### The metal 3 layer

The bar under the picture is 20 um long.
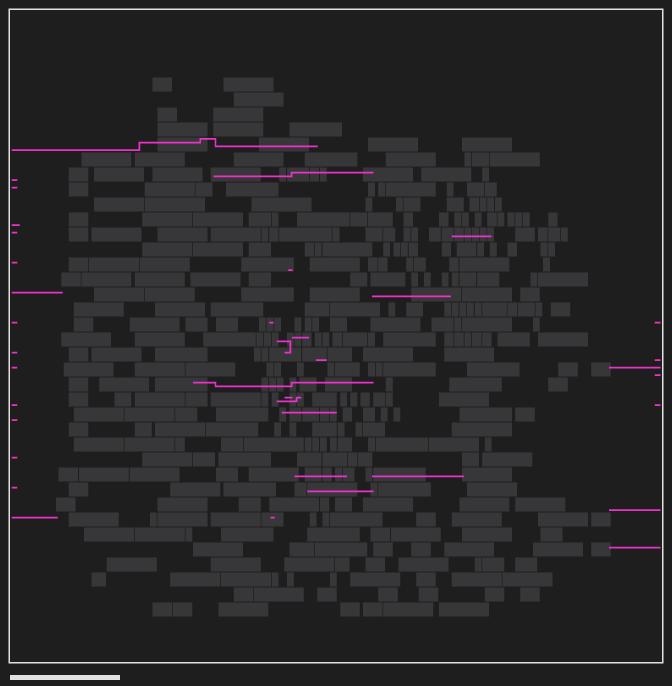
### Routed metal, one colour a layer

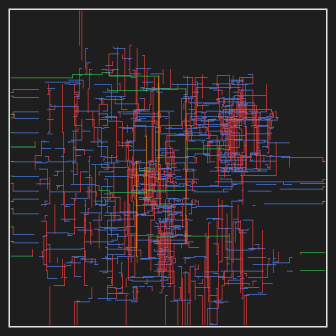
## src/rtl/cab_led_display.sv

```systemverilog
// cab_led_display
// ----------------
// Receives the EL select and the two LED credit buses from the MVS cabinet
// I/O latches. It captures each channel when its latch strobe rises and
// drives a 4-digit multiplexed 7-segment credit display from the captured
// values. It also outputs the captured EL select as a registered value.
//
// Ports:
//   CLK_24M   in   system clock (24 MHz)
//   nRESET    in   asynchronous active-low reset
//   EL_OUT    in   [3] EL latch strobe, [2:0] EL data (async to CLK_24M)
//   LED_OUT1  in   [8] LED1 latch strobe, [7:0] BCD data (tens, ones)
//   LED_OUT2  in   [8] LED2 latch strobe, [7:0] BCD data (tens, ones)
//   EL_SEL    out  last captured EL data
//   SEG_n     out  segments {g,f,e,d,c,b,a}, active-low
//   DIG_n     out  digit enables, active-low:
//                  [0] LED1 tens, [1] LED1 ones, [2] LED2 tens, [3] LED2 ones
//   UPDATE    out  one-cycle capture pulses: [0] EL, [1] LED1, [2] LED2
module cab_led_display #(
    parameter int SCAN_DIV     = 12000,
    parameter int BLANK_CYCLES = 2
) (
    input  logic       CLK_24M,
    input  logic       nRESET,
    input  logic [3:0] EL_OUT,
    input  logic [8:0] LED_OUT1,
    input  logic [8:0] LED_OUT2,
    output logic [2:0] EL_SEL,
    output logic [6:0] SEG_n,
    output logic [3:0] DIG_n,
    output logic [2:0] UPDATE
);

    localparam int PW = (SCAN_DIV > 1) ? $clog2(SCAN_DIV) : 1;
    localparam logic [PW-1:0] PRESC_LAST = PW'(SCAN_DIV - 1);
    localparam logic [PW-1:0] PRESC_BLNK = PW'(BLANK_CYCLES);

    // All asynchronous inputs are packed into one vector so that every bit
    // gets the same two-flop synchronizer.
    // Bit layout: [21] LED2 latch, [20:13] LED2 data, [12] LED1 latch,
    //             [11:4] LED1 data, [3] EL latch, [2:0] EL data.
    logic [21:0] sync1_q, sync2_q;
    logic [2:0]  latch_s;
    logic [2:0]  prev_q;
    logic [2:0]  rise_q;
    logic [18:0] hold_q;      // data that belongs to the edge in rise_q
    logic [2:0]  el_q;
    logic [7:0]  led1_q, led2_q;
    logic [2:0]  update_q;

    assign latch_s = {sync2_q[21], sync2_q[12], sync2_q[3]};

    // The capture runs in three stages: synchronize, detect the edge, store.
    // The edge flag and its data move together through hold_q. The store
    // therefore uses data from the cycle in which the edge was seen.
    always_ff @(posedge CLK_24M or negedge nRESET) begin
        if (!nRESET) begin
            sync1_q  <= '0;
            sync2_q  <= '0;
            prev_q   <= '0;
            rise_q   <= '0;
            hold_q   <= '0;
            el_q     <= '0;
            led1_q   <= 8'hFF;
            led2_q   <= 8'hFF;
            update_q <= '0;
        end else begin
            sync1_q  <= {LED_OUT2, LED_OUT1, EL_OUT};
            sync2_q  <= sync1_q;
            prev_q   <= latch_s;
            rise_q   <= latch_s & ~prev_q;
            hold_q   <= {sync2_q[20:13], sync2_q[11:4], sync2_q[2:0]};
            update_q <= rise_q;
            if (rise_q[0]) el_q   <= hold_q[2:0];
            if (rise_q[1]) led1_q <= hold_q[10:3];
            if (rise_q[2]) led2_q <= hold_q[18:11];
        end
    end

    assign EL_SEL = el_q;
    assign UPDATE = update_q;

    // Scan timing: one digit slot lasts SCAN_DIV cycles.
    logic [PW-1:0] presc_q, presc_d;
    logic [1:0]    idx_q, idx_d;

    always_comb begin
        presc_d = presc_q + 1'b1;
        idx_d   = idx_q;
        if (presc_q == PRESC_LAST) begin
            presc_d = '0;
            idx_d   = idx_q + 1'b1;
        end
    end

    function automatic logic [6:0] seg_decode(input logic [3:0] nib);
        logic [6:0] s;
        case (nib)
            4'd0:    s = 7'h40;
            4'd1:    s = 7'h79;
            4'd2:    s = 7'h24;
            4'd3:    s = 7'h30;
            4'd4:    s = 7'h19;
            4'd5:    s = 7'h12;
            4'd6:    s = 7'h02;
            4'd7:    s = 7'h78;
            4'd8:    s = 7'h00;
            4'd9:    s = 7'h10;
            default: s = 7'h7F;   // non-BCD nibbles show as blank
        endcase
        return s;
    endfunction

    logic [3:0] nib;
    logic       tens_zero;
    logic [6:0] seg_d;
    logic [3:0] dig_d;

    always_comb begin
        case (idx_q)
            2'd0:    nib = led1_q[7:4];
            2'd1:    nib = led1_q[3:0];
            2'd2:    nib = led2_q[7:4];
            default: nib = led2_q[3:0];
        endcase
        // Leading-zero blanking applies only to the tens digits (even indices).
        tens_zero = (idx_q[0] == 1'b0) && (nib == 4'd0);
        if (presc_q < PRESC_BLNK) begin
            dig_d = 4'hF;
            seg_d = 7'h7F;
        end else begin
            dig_d = ~(4'b0001 << idx_q);
            seg_d = tens_zero ? 7'h7F : seg_decode(nib);
        end
    end

    logic [6:0] seg_q;
    logic [3:0] dig_q;

    always_ff @(posedge CLK_24M or negedge nRESET) begin
        if (!nRESET) begin
            presc_q <= '0;
            idx_q   <= '0;
            seg_q   <= 7'h7F;
            dig_q   <= 4'hF;
        end else begin
            presc_q <= presc_d;
            idx_q   <= idx_d;
            seg_q   <= seg_d;
            dig_q   <= dig_d;
        end
    end

    assign SEG_n = seg_q;
    assign DIG_n = dig_q;

endmodule

```

## config.mk

```make
export PLATFORM = sky130hd
export DESIGN_NAME = cab_led_display
export DESIGN_NICKNAME = d
export VERILOG_FILES = /design/src/rtl/cab_led_display.sv
export SDC_FILE = /design/constraint.sdc
export NUM_CORES = 1
export LEC_CHECK = 0
export ABC_AREA = 1
export CORE_MARGIN = 8
export CORE_UTILIZATION = 40
export CTS_BUF_LIST = sky130_fd_sc_hd__clkbuf_4 sky130_fd_sc_hd__clkbuf_8 sky130_fd_sc_hd__clkbuf_16
export CTS_CLUSTER_SIZE = 25
export DETAILED_ROUTE_END_ITERATION = 12
export GPL_TIMING_DRIVEN = 1
export PLACE_DENSITY = 0.66
export SYNTH_ARGS = -nofsm -noshare
export SYNTH_HDL_FRONTEND = slang
export SYNTH_SLANG_ARGS = --single-unit
```

## constraint.sdc

```tcl
create_clock -name CLK_24M -period 5.05 [get_ports CLK_24M]
set_clock_uncertainty 0.1 [all_clocks]
set_input_delay 0.505 -clock CLK_24M [delete_from_list [all_inputs] [get_ports CLK_24M]]
set_output_delay 0.505 -clock CLK_24M [all_outputs]
set_load 0.01 [all_outputs]
```

==> Slide: Implementation Results <==
Physical Implementation Snapshot

Setup path
  – Crit path from: idx_q[0]
  – Arrival time worst endpoint: 2670 ps
  – R2R Setup Slk: 2700 ps
  – Reg2reg end: SEG_n[3]

Placed design
  – Post-DP HPWL: 4443 um

Synthesis
  – Ys cells: 322
  – Post-synthesis sequential area ratio: 71.45%
  – Yosys adder share: 3.292%
  – Top-area cell share: 54.47%
  – XOR Share, Synth: 1.676%
  – Warning count from the yosys run: 0
  – Synth Area in Simple Gates: 13.41%
  – Top-count cell post-synth: dfrtp_1
  – Syn_nets: 357

Final layout
  – Comb gates: 170
  – Finished Layout Cells: 528
  – Comb/total area: 19.71%
  – Clock buf/inv share: 11.73%
  – Final-layout fill cell count: 872
  – Top cells excl fill/tap: dfrtp_1, nand2_1, clkdlybuf4s50_1, inv_1, dfstp_2
  – Flop area: 2987 sq um
  – Seq/total area: 55.67%

Power
  – P per Cell Area: 464.7 nW/um^2
  – Power, Total: 0.002493 W
  – P_leak: 2.484 nW

Job
  – MaxCap Viol Count: 0
  – Tool warnings: 34

STA
  – Setup Viol. Count Final: 0
  – Worst-margin pin slew: 887.6 ps
  – Max Fclk: 425.6 MHz
  – Final Hold Viols: 0

Die
  – Die Wd: 118.2 um
  – Die footprint: 13980 sq um
  – Tap cells: 136
  – # IOs: 41

GRT
  – Number of global-route vias before repair: 2532
  – GRT met2 Usage: 17.48%
  – GR Util met1: 11.97%
  – Most used routing layer: met2
  – First-pass GRT wire length: 11810 um
  – Largest net degree at the start of global routing: 77

Clock network
  – Setup Buffers After CTS: 0
  – CTS tree: yes
  – CTS Buffer Depth: 2

Drt
  – Detail Route met3 WL: 261 um
  – DR iter-0 viols: 125

Status
  – Status: finished clean
-- 'The metal 3 layer' (at the start) --
wire length on this layer: 262 um
nets with wire on the layer: 31
share of all routed wire: 3.8%
vias: 2338
routed wire length: 6893 um
met3 Usage GRT: 3.665%

-- 'Routed metal, one colour a layer' (at the start) --
[metal 2] red | wire length: 3550 um
[metal 1] blue | wire length: 2930 um
[metal 4] orange | wire length: 155 um
[metal 3] green | wire length: 262 um
drt wl/cell: 13.05 um
GRT Util Overall: 10.67%

==> power by group <==
group	internal (W)	switching (W)	total (W)
Combinational	0.0000871	0.0000841	0.000171
Sequential	0.00104	0.0000285	0.00106
Clock	0.000814	0.000443	0.00126
==> sequential cells by signal (all words and copies together) (netlist names) <==
signal and cells:
DIG_n 4, led1_q 8, idx_q 2, rise_q 3
UPDATE 3, prev_q 3, SEG_n 7, hold_q 19
led2_q 8, sync1_q 22, EL_SEL 3, presc_q 14
sync2_q 22
==> critical path: stages, from the launching register on <==
cell	delay (ps)
dfrtp_1	430
inv_1	110
ha_1	290
nand2_1	90
nand2_1	50
o21ai_1	370
inv_1	150
ha_1	300
or2_1	250
nand3_1	80
nand2_1	70
Power and IR drop assume default switching activity.
